### M1 wires, run 1

Scale: 6 px per µm. Supply wires on this layer in gray. Cells faint in the background.
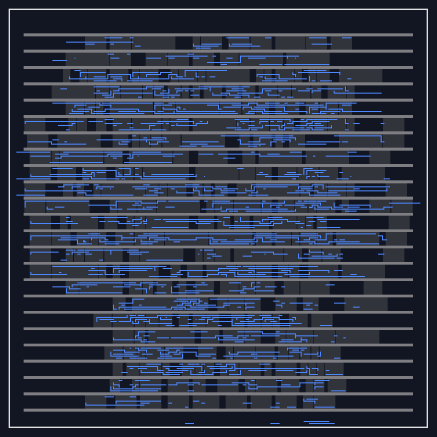
### The metal 2 layer, run 1

Scale: 6 px per µm.
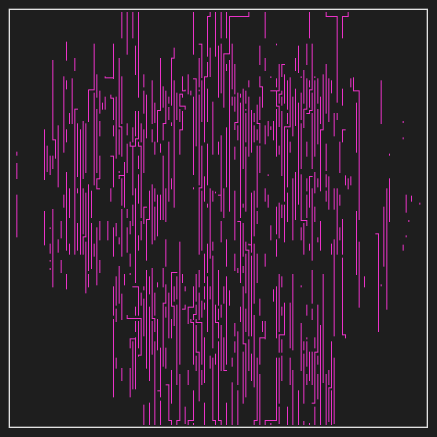
### Met3 routing, run 1

Scale: 8 px per µm. Cells faint in the background.
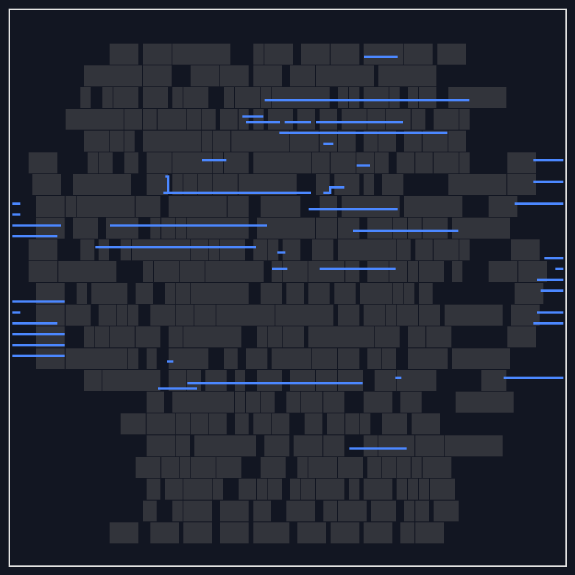
### Routed clock nets over the placement, run 1

Scale: 4 px per µm.
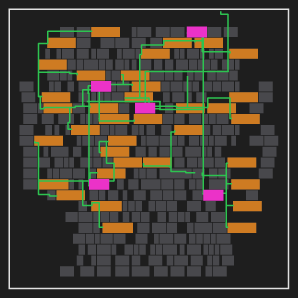
==> config.mk <==
export PLATFORM = sky130hd
export DESIGN_NAME = multi_ctrl
export DESIGN_NICKNAME = d
export VERILOG_FILES = /design/src/rtl/multi_ctrl.sv
export SDC_FILE = /design/constraint.sdc
export NUM_CORES = 1
export LEC_CHECK = 0
export CORE_MARGIN = 2
export CORE_UTILIZATION = 47
export DETAILED_ROUTE_END_ITERATION = 12
export PLACE_DENSITY = 0.91
export SETUP_SLACK_MARGIN = 0.2
export SLEW_MARGIN = 20
export SYNTH_ARGS = -nofsm -noshare
export SYNTH_HDL_FRONTEND = slang
export SYNTH_SLANG_ARGS = --single-unit
==> constraint.sdc <==
create_clock -name clk -period 2.2 [get_ports clk]
set_input_delay 0.22 -clock clk [delete_from_list [all_inputs] [get_ports clk]]
set_output_delay 0.22 -clock clk [all_outputs]
set_load 0.01 [all_outputs]
==> src/rtl/multi_ctrl.sv <==
// Multicycle CPU main controller: sequences fetch/decode/execute/memory/writeback
// and counts retired instructions. Optional macro: MULTI_CTRL_ILLEGAL_TRAP_EN.
module multi_ctrl #(
  parameter int CNT_W = 32
) (
  input  logic             clk,
  input  logic             reset,
  input  logic [5:0]       op,
  input  logic             zero,
  input  logic             mem_ready,
  output logic             mem_req,
  output logic             mem_write,
  output logic             iord,
  output logic             ir_write,
  output logic             pc_en,
  output logic [1:0]       pc_src,
  output logic             alu_src_a,
  output logic [1:0]       alu_src_b,
  output logic [1:0]       alu_op,
  output logic             reg_dst,
  output logic             mem_to_reg,
  output logic             reg_write,
  output logic [CNT_W-1:0] retired,
  output logic [3:0]       state_dbg
);

  typedef enum logic [3:0] {
    FETCH  = 4'd0,  DECODE = 4'd1,  MEMADR = 4'd2,  MEMRD  = 4'd3,
    MEMWB  = 4'd4,  MEMWR  = 4'd5,  EXEC   = 4'd6,  ALUWB  = 4'd7,
    BRANCH = 4'd8,  ADDIEX = 4'd9,  ADDIWB = 4'd10, JUMP   = 4'd11,
    HALT   = 4'd12
  } state_t;

  localparam logic [5:0] OP_RTYPE = 6'b000000;
  localparam logic [5:0] OP_LW    = 6'b100011;
  localparam logic [5:0] OP_SW    = 6'b101011;
  localparam logic [5:0] OP_BEQ   = 6'b000100;
  localparam logic [5:0] OP_ADDI  = 6'b001000;
  localparam logic [5:0] OP_J     = 6'b000010;

  state_t           state_reg, state_next;
  logic [CNT_W-1:0] retired_reg;
  logic             retire_inc;
  logic             pc_write, branch;

  always_ff @(posedge clk) begin
    if (reset) begin
      state_reg   <= FETCH;
      retired_reg <= '0;
    end else begin
      state_reg <= state_next;
      if (retire_inc)
        retired_reg <= retired_reg + CNT_W'(1);
    end
  end

  always_comb begin
    state_next = state_reg;
    retire_inc = 1'b0;
    pc_write   = 1'b0;
    branch     = 1'b0;
    mem_req    = 1'b0;
    mem_write  = 1'b0;
    iord       = 1'b0;
    ir_write   = 1'b0;
    pc_src     = 2'b00;
    alu_src_a  = 1'b0;
    alu_src_b  = 2'b00;
    alu_op     = 2'b00;
    reg_dst    = 1'b0;
    mem_to_reg = 1'b0;
    reg_write  = 1'b0;

    case (state_reg)
      FETCH: begin
        mem_req   = 1'b1;
        alu_src_b = 2'b01;
        if (mem_ready) begin
          ir_write   = 1'b1;
          pc_write   = 1'b1;
          state_next = DECODE;
        end
      end
      DECODE: begin
        alu_src_b = 2'b11;
        case (op)
          OP_LW, OP_SW: state_next = MEMADR;
          OP_RTYPE:     state_next = EXEC;
          OP_BEQ:       state_next = BRANCH;
          OP_ADDI:      state_next = ADDIEX;
          OP_J:         state_next = JUMP;
`ifdef MULTI_CTRL_ILLEGAL_TRAP_EN
          default:      state_next = HALT;
`else
          default:      state_next = FETCH;
`endif
        endcase
      end
      MEMADR: begin
        alu_src_a  = 1'b1;
        alu_src_b  = 2'b10;
        state_next = (op == OP_SW) ? MEMWR : MEMRD;
      end
      MEMRD: begin
        mem_req = 1'b1;
        iord    = 1'b1;
        if (mem_ready) state_next = MEMWB;
      end
      MEMWB: begin
        reg_write  = 1'b1;
        mem_to_reg = 1'b1;
        retire_inc = 1'b1;
        state_next = FETCH;
      end
      MEMWR: begin
        mem_req   = 1'b1;
        mem_write = 1'b1;
        iord      = 1'b1;
        if (mem_ready) begin
          retire_inc = 1'b1;
          state_next = FETCH;
        end
      end
      EXEC: begin
        alu_src_a  = 1'b1;
        alu_op     = 2'b10;
        state_next = ALUWB;
      end
      ALUWB: begin
        reg_write  = 1'b1;
        reg_dst    = 1'b1;
        retire_inc = 1'b1;
        state_next = FETCH;
      end
      BRANCH: begin
        alu_src_a  = 1'b1;
        alu_op     = 2'b01;
        pc_src     = 2'b01;
        branch     = 1'b1;
        retire_inc = 1'b1;
        state_next = FETCH;
      end
      ADDIEX: begin
        alu_src_a  = 1'b1;
        alu_src_b  = 2'b10;
        state_next = ADDIWB;
      end
      ADDIWB: begin
        reg_write  = 1'b1;
        retire_inc = 1'b1;
        state_next = FETCH;
      end
      JUMP: begin
        pc_src     = 2'b10;
        pc_write   = 1'b1;
        retire_inc = 1'b1;
        state_next = FETCH;
      end
`ifdef MULTI_CTRL_ILLEGAL_TRAP_EN
      HALT:    state_next = HALT;
`else
      HALT:    state_next = FETCH;
`endif
      default: state_next = FETCH;
    endcase

    pc_en = pc_write | (branch & zero);

    // Strobes stay quiet for the whole reset cycle, whatever state is held.
    if (reset) begin
      mem_req   = 1'b0;
      mem_write = 1'b0;
      ir_write  = 1'b0;
      pc_en     = 1'b0;
      reg_write = 1'b0;
    end
  end

  assign retired   = retired_reg;
  assign state_dbg = state_reg;

endmodule

==> results.txt, run 1 <==
Entry: Yosys synthesis followed by OpenROAD place and route.

Logic synthesis:
- The run gives the adder and majority cell fraction of the synthesized area as 0.622%.
- The run puts the cell count in the Yosys report at 257.
- The run puts the net count of the mapped netlist at 268.
- The run gives the post-synthesis share of cell area spent on and, or, nand and nor gates as 34.6%.
- Sequential cells were found to cover 35.8% of the synthesized design area.

Layout:
- At the end of the flow the core is filled with cells to 70.2%.
- The final layout contains 333 nets.
- Fill cells in the final layout number 301.
- The number of antenna diodes in the final layout is 0.
- Across the whole layout, storage elements account for 726 µm².
- By instance count after routing, the leading logic cell type is sky130_fd_sc_hd__clkdlybuf4s50_1.

Global route:
- The run puts the global routing usage summed across all routing layers at 22.3%.
- The run puts the met2 demand-to-capacity share in global routing at 38.0%.
- The run puts the largest net degree at the start of global routing at 23.
- The run gives the overall overflow remaining after global route as 0.

Clock tree:
- After clock tree synthesis, the repair step resized 14 gates.
- The later pin in the worst-skew pair is clocked with a latency of 300 ps.
- The run puts the maximum clock insertion buffer count at 2.
- The run gives the master cell of the clock root buffer as sky130_fd_sc_hd__clkbuf_8.
- The run gives the number of hold-repair buffers added at the cts stage as 0.

Detailed routing:
- Once detail routing completed, the nets flagged for antenna violations numbered 0.
- The run gives the sum of routed wire segments on met1 as 2320 µm.
- Summed over all nets, wire length on met2 after detailed routing comes to 2720 µm.
- The run gives the number of optimization iterations in the first detailed-route pass as 4.
- The run puts the via total after detailed routing at 2138.
- The run gives the routed length on met3 as 283 µm.

Placed design:
- The run puts the half-perimeter wire length after placement at 3820 µm.
- The run gives the post-placement worst setup slack as 24.9 ps.

Timing:
- The run puts the accumulated negative setup slack at 0 ps.
- The smallest clock period supported by the final layout is computed as 1910 ps.
- The run gives the worst path setup slack after routing as 286 ps.
- The run gives the final-report hold violation count as 0.
- The run puts the number of pins exceeding their max-slew limit in the final report at 0.
- The run puts the worst slew margin relative to its limit at 69.5%.

Worst setup path:
- The worst setup path is launched from a flip-flop.
- The run puts the data arrival time of the critical path at 1690 ps.
- The run gives the kind of end point of the critical path as a primary output.

Pwr:
- The run gives the flip-flop and latch power as 0.655 mW.
- The run gives the largest voltage drop on the vdd net as 0.000313 V.
- The run gives the overall power consumption as 1.24 mW.
- The run puts the net switching share of the total power at 25.4%.
- The run gives the power per cell area as 435 nW/µm².
- The power report attributes to the combinational group a share of 8.5%.
- The run puts the reported net switching power at 0.314 mW.

Floorplan:
- The run puts the number of placement rows at 23.

Worst hold path:
- The run gives the number of instances on the worst hold path as 2.

Run status:
- The run finished with clean final reports.
About 'M1 wires':
- main direction: horizontal
- longest straight run: 22.1 µm
- wire length on this layer: 2320 µm
- share of all routed wire: 43%

About 'The metal 2 layer':
- main direction: vertical
- wire length on this layer: 2720 µm
- nets with wire on the layer: 297
- longest straight run: 25.2 µm
- share of all routed wire: 50%

About 'Met3 routing':
- share of all routed wire: 5.2%
- longest straight run: 25.3 µm
- nets with wire on the layer: 37

About 'Routed clock nets over the placement':
- magenta: clock-net drivers (count 5)
- orange: flip-flops (count 36)
- green: clock wires (length 471 µm)
- routed clock nets: 6

[run 1: critical path: stages, from the launching register on]
cell and delay [ps]:
sky130_fd_sc_hd__dfxtp_1 340, sky130_fd_sc_hd__buf_4 190, sky130_fd_sc_hd__nor2_2 140, sky130_fd_sc_hd__and4b_1 190, sky130_fd_sc_hd__clkdlybuf4s50_1 540
[run 1: cell type report]
cell class / instances / area share [%]
clock buffer: 5 / 2.42
clock inverter: 3 / 0.659
inverter: 8 / 1.05
multi-input combinational: 194 / 42.8
sequential: 36 / 25.5
tap: 50 / 2.20
timing repair buffer: 77 / 25.4
[run 1: cells in the mapped netlist, drive strengths merged]
cell type	instances	area share, %
or2	1	0.31
a311oi	1	0.44
mux2i	1	0.50
and3	7	2.2
nand4	8	2.5
a221oi	1	0.44
and2	2	0.62
xnor2	25	11
nand2b	4	1.4
buf	5	1.5
or4	2	0.75
clkbuf	14	2.6
and4b	1	0.50
nor2b	2	0.62
a31oi	3	0.93
nand3	11	2.7
inv	8	1.5
o32ai	1	0.44
nand2	15	2.8
xor2	6	2.6
o32a	1	1.1
nor3	18	4.5
a21oi	9	2.2
nor3b	3	1.1
or3	2	0.87
a41o	1	0.50
a2111oi	1	0.44
nor4	15	4.7
dfxtp	36	36
ha	1	0.62
o21ai	7	1.7
and4	4	1.7
nor4b	1	0.44
nor2	37	6.9
o31ai	3	1.1
[run 1: worst paths after layout]
kind | slack, ps | start | endpoint
setup / recovery | 290 | state_dbg[0]$_SDFFE_PP0P_ | ir_write
hold / removal | 500 | retired[1]$_SDFFE_PP0P_ | retired[1]$_SDFFE_PP0P_
setup reg to reg | 290 | state_dbg[3]$_SDFFE_PP0P_ | retired[31]$_SDFFE_PP0P_
hold reg to reg | 500 | retired[1]$_SDFFE_PP0P_ | retired[1]$_SDFFE_PP0P_
==> run 2, diff against run 1 <==
--- a/config.mk
+++ b/config.mk
@@ -8,6 +8,7 @@
 export CORE_MARGIN = 2
 export CORE_UTILIZATION = 47
 export DETAILED_ROUTE_END_ITERATION = 12
+export GPL_TIMING_DRIVEN = 0
 export PLACE_DENSITY = 0.91
 export SETUP_SLACK_MARGIN = 0.2
 export SLEW_MARGIN = 20
### The metal 2 layer, run 2

Scale: 6 px per µm.
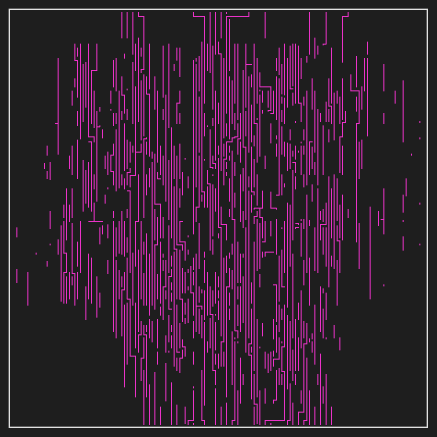
- nets with wire on the layer: 311
- longest straight run: 28.9 µm
- share of all routed wire: 49%

==> results.txt, run 2 <==
Entry: Yosys synthesis followed by OpenROAD place and route.

Run status:
- The run finished with clean final reports.

Logic synthesis:
- The run gives the dominant register cell in the synthesized netlist as sky130_fd_sc_hd__dfxtp_1.
- The area share of the largest cell type after synthesis was 35.8% (unchanged).
- Of all cell types, the one taking the most synthesized area is sky130_fd_sc_hd__dfxtp_1.
- The number of enable-type register cells in the synthesized netlist is 0 (unchanged).
- The run puts the fraction of registers with async set/reset at 0% (unchanged).
- The adder and majority cell fraction of the synthesized area came to 0.622% (unchanged).
- The run puts the post-synthesis share of cell area spent on and, or, nand and nor gates at 34.6% (unchanged).
- The commonest cells after synthesis are sky130_fd_sc_hd__nor2_1 (37), sky130_fd_sc_hd__dfxtp_1 (36), sky130_fd_sc_hd__xnor2_1 (25).
- The run gives the cell count in the Yosys report as 257 (unchanged).
- The run puts the net count of the mapped netlist at 268 (unchanged).
- Grouping non-sequential cells by family puts the most area in simple AND/OR/NAND/NOR gates.
- Dividing the synthesized area by the synthesized cell count gives 7.83 µm².
- The most frequently used library cell after synthesis is sky130_fd_sc_hd__nor2_1.
- The run puts the part of the Yosys area used for sequential elements at 35.8% (unchanged).
- The run gives the total of warnings raised by yosys as 0.
- The run gives the post-synthesis instance area as 2010 µm².
- The run puts the cell count after synthesis at 257.
- Summing the areas of all compound-gate instances in the mapped netlist gives 9.39% of the synthesized area.
- In the post-synthesis netlist, the biggest area contributors are sky130_fd_sc_hd__dfxtp_1 (36%), sky130_fd_sc_hd__xnor2_1 (11%), sky130_fd_sc_hd__nor2_1 (6.9%).

Worst setup path:
- The run puts the highest cell delay on the worst timing path at 430 ps (-110 ps).
- The minimum setup slack among reg-to-reg paths is 110 ps (-180 ps).
- The run gives the total buffers and inverters traversed by the critical path as 1 (-1).
- The run gives the critical path launch point type as a flip-flop.
- In this design, the largest share of critical-path delay is due to simple AND/OR/NAND/NOR gates.
- STA classifies the critical path endpoint as a flip-flop.
- The critical path's slowest stage uses the library cell sky130_fd_sc_hd__or4_1.
- Listed in order, past its start point the critical path passes nor2b_4, buf_6, o32a_4, or3_4, or4_1, a21oi_1.
- The run gives the data arrival time of the critical path as 2310 ps (+620 ps).

Detailed routing:
- The run gives the number of optimization iterations in the first detailed-route pass as 5 (+1).
- The run puts the post-detailed-route wirelength per cell at 17.2 µm.
- The run gives the via total after detailed routing as 2296 (+7.4%).
- The number of nets with antenna violations after routing was 0 (unchanged).
- Once iteration 0 of detailed routing completed, the report listed 213 DRC markers.

Layout:
- Per the final layout report, the fraction of cells sized above drive strength 1 comes to 19.1%.
- The net total in the final layout came to 339 (+1.8%).
- The top cell type in the final layout, fill and taps aside, is sky130_fd_sc_hd__clkdlybuf4s50_1.
- The run puts the number of flip-flops in the largest register at 32.
- The antenna cell count came to 0 (unchanged).
- The run gives the area occupied by registers as 736 µm² (+1.4%).
- The number of fillers in the final layout is 262 (-13%).
- Leaving out fill and tap cells, the most frequent cells in the layout are sky130_fd_sc_hd__clkdlybuf4s50_1 (54), sky130_fd_sc_hd__nor2_1 (36), sky130_fd_sc_hd__dfxtp_1 (26).
- The run gives the core utilization of the finished layout as 74.4% (+4.3 points).
- The run gives the number of standard cells in the final layout excluding fillers as 379.

Pwr:
- Per report_power, the Clock row totals 0.584 mW.
- The reported net switching power came to 0.311 mW (-1.1%).
- The run gives the net switching share of the total power as 23.1% (-2.3 points).
- The run gives the largest voltage drop on the vdd net as 0.000345 V (+9.9%).
- The power share of the combinational group is 8.1% (-0.4 points).
- The run gives the flip-flop and latch power as 0.656 mW (about the same).
- The run gives the overall power consumption as 1.35 mW (+8.9%).
- The run gives the share of power burned in the clock network as 43.3%.
- The run gives the sequential cell fraction of total power as 48.7%.
- The run puts the power per cell area at 447 nW/µm² (+2.7%).

Placed design:
- The post-placement worst setup slack was -210 ps (-235 ps).
- The run gives the half-perimeter wire length after placement as 3960 µm (+3.7%).
- The run gives the number of instances in the placed design as 367.
- The run puts the placed cell area at 2680 µm².

Floorplan:
- The run gives the number of placement rows as 23 (unchanged).
- The run puts the area of the chip at 4820 µm².
- The run puts the width of the die at 69.4 µm.

Timing:
- The run gives the worst hold slack as 542 ps.
- The run puts the maximum clock frequency at 478 MHz.
- The worst path setup slack after routing was 110 ps (-176 ps).
- The run gives the accumulated negative setup slack as 0 ps (unchanged).
- The run gives the setup clock skew after layout as 3.51 ps.
- The run gives the worst slew margin relative to its limit as 63.5% (-6.0 points).
- The number of pins exceeding their max-slew limit in the final report came to 0 (unchanged).
- The run puts the final-report hold violation count at 0 (unchanged).
- The run puts the post-layout minimum cycle time at 2090 ps (+176 ps).

Clock tree:
- CTS placed an instance of sky130_fd_sc_hd__clkbuf_8 at the clock tree root.
- The run gives the clock latency of the later-clocked register in the worst-skew pair as 290 ps (about the same).
- The number of hold-repair buffers added at the cts stage is 0 (unchanged).
- The run gives the maximum clock insertion buffer count as 2 (unchanged).

Global route:
- The overall overflow remaining after global route came to 0 (unchanged).
- The run gives the global routing usage summed across all routing layers as 24.5% (+2.1 points).
- The largest net degree at the start of global routing is 12 (-48%).
==> run 2: cell count changes in the layout (fill, tap and decap cells not counted), sizes merged <==
| cell | previous run | this run |
|---|---|---|
| clkbuf | 5 | 18 |
| clkinv | 3 | 1 |
| clkdlybuf4s50 | 52 | 54 |
| dlymetal6s2s | 1 | 4 |
| buf | 17 | 11 |
| bufinv | 0 | 1 |
| dlygate4sd2 | 7 | 2 |
==> run 2: worst paths after layout <==
kind | from | to | depth (start not counted)
worst min register to register | retired[0]$_SDFFE_PP0P_ | retired[0]$_SDFFE_PP0P_ | 2
worst max register to register | state_dbg[1]$_SDFFE_PP0P_ | retired[31]$_SDFFE_PP0P_ | 6
worst max-delay path | state_dbg[1]$_SDFFE_PP0P_ | retired[31]$_SDFFE_PP0P_ | 6
worst min-delay path | retired[0]$_SDFFE_PP0P_ | retired[0]$_SDFFE_PP0P_ | 2
==> run 2: repair_timing <==
action                                  CTS  global route
setup buffers                             0             4
pin swaps                                 3             4
gates resized                            25            48
endpoints found under the setup margin   26            35
==> run 2: cell type report <==
| cell class | instances | area share, % |
|---|---|---|
| plain buffers | 19 | 3.73 |
| clock inverters | 2 | 1.16 |
| repair buffers | 64 | 21.1 |
| flip-flops and latches | 36 | 24.4 |
| well taps | 50 | 2.07 |
| multi-input cells | 194 | 44.2 |
| inverters | 8 | 0.994 |
| clock buffers | 6 | 2.40 |
==> run 2: cell families after synthesis <==
kind of cell	Yosys count
adders and majority gates	1
AOI/OAI and AO/OA	28
DFF	36
buffers and inverters	27
muxes	1
and+or+nand+nor	133
xor gates and xnor gates	31
==> run 2: metal layers <==
layer	share of wire, %	track usage (%)	vias to the layer above
met1	41	32.0	1090
met2	49	41.2	125
met5	0	0	-
met4	4.2	8.71	0
li1	-	-	1049
met3	5.8	3.20	32
Power is estimated from default activity; no workload was simulated.
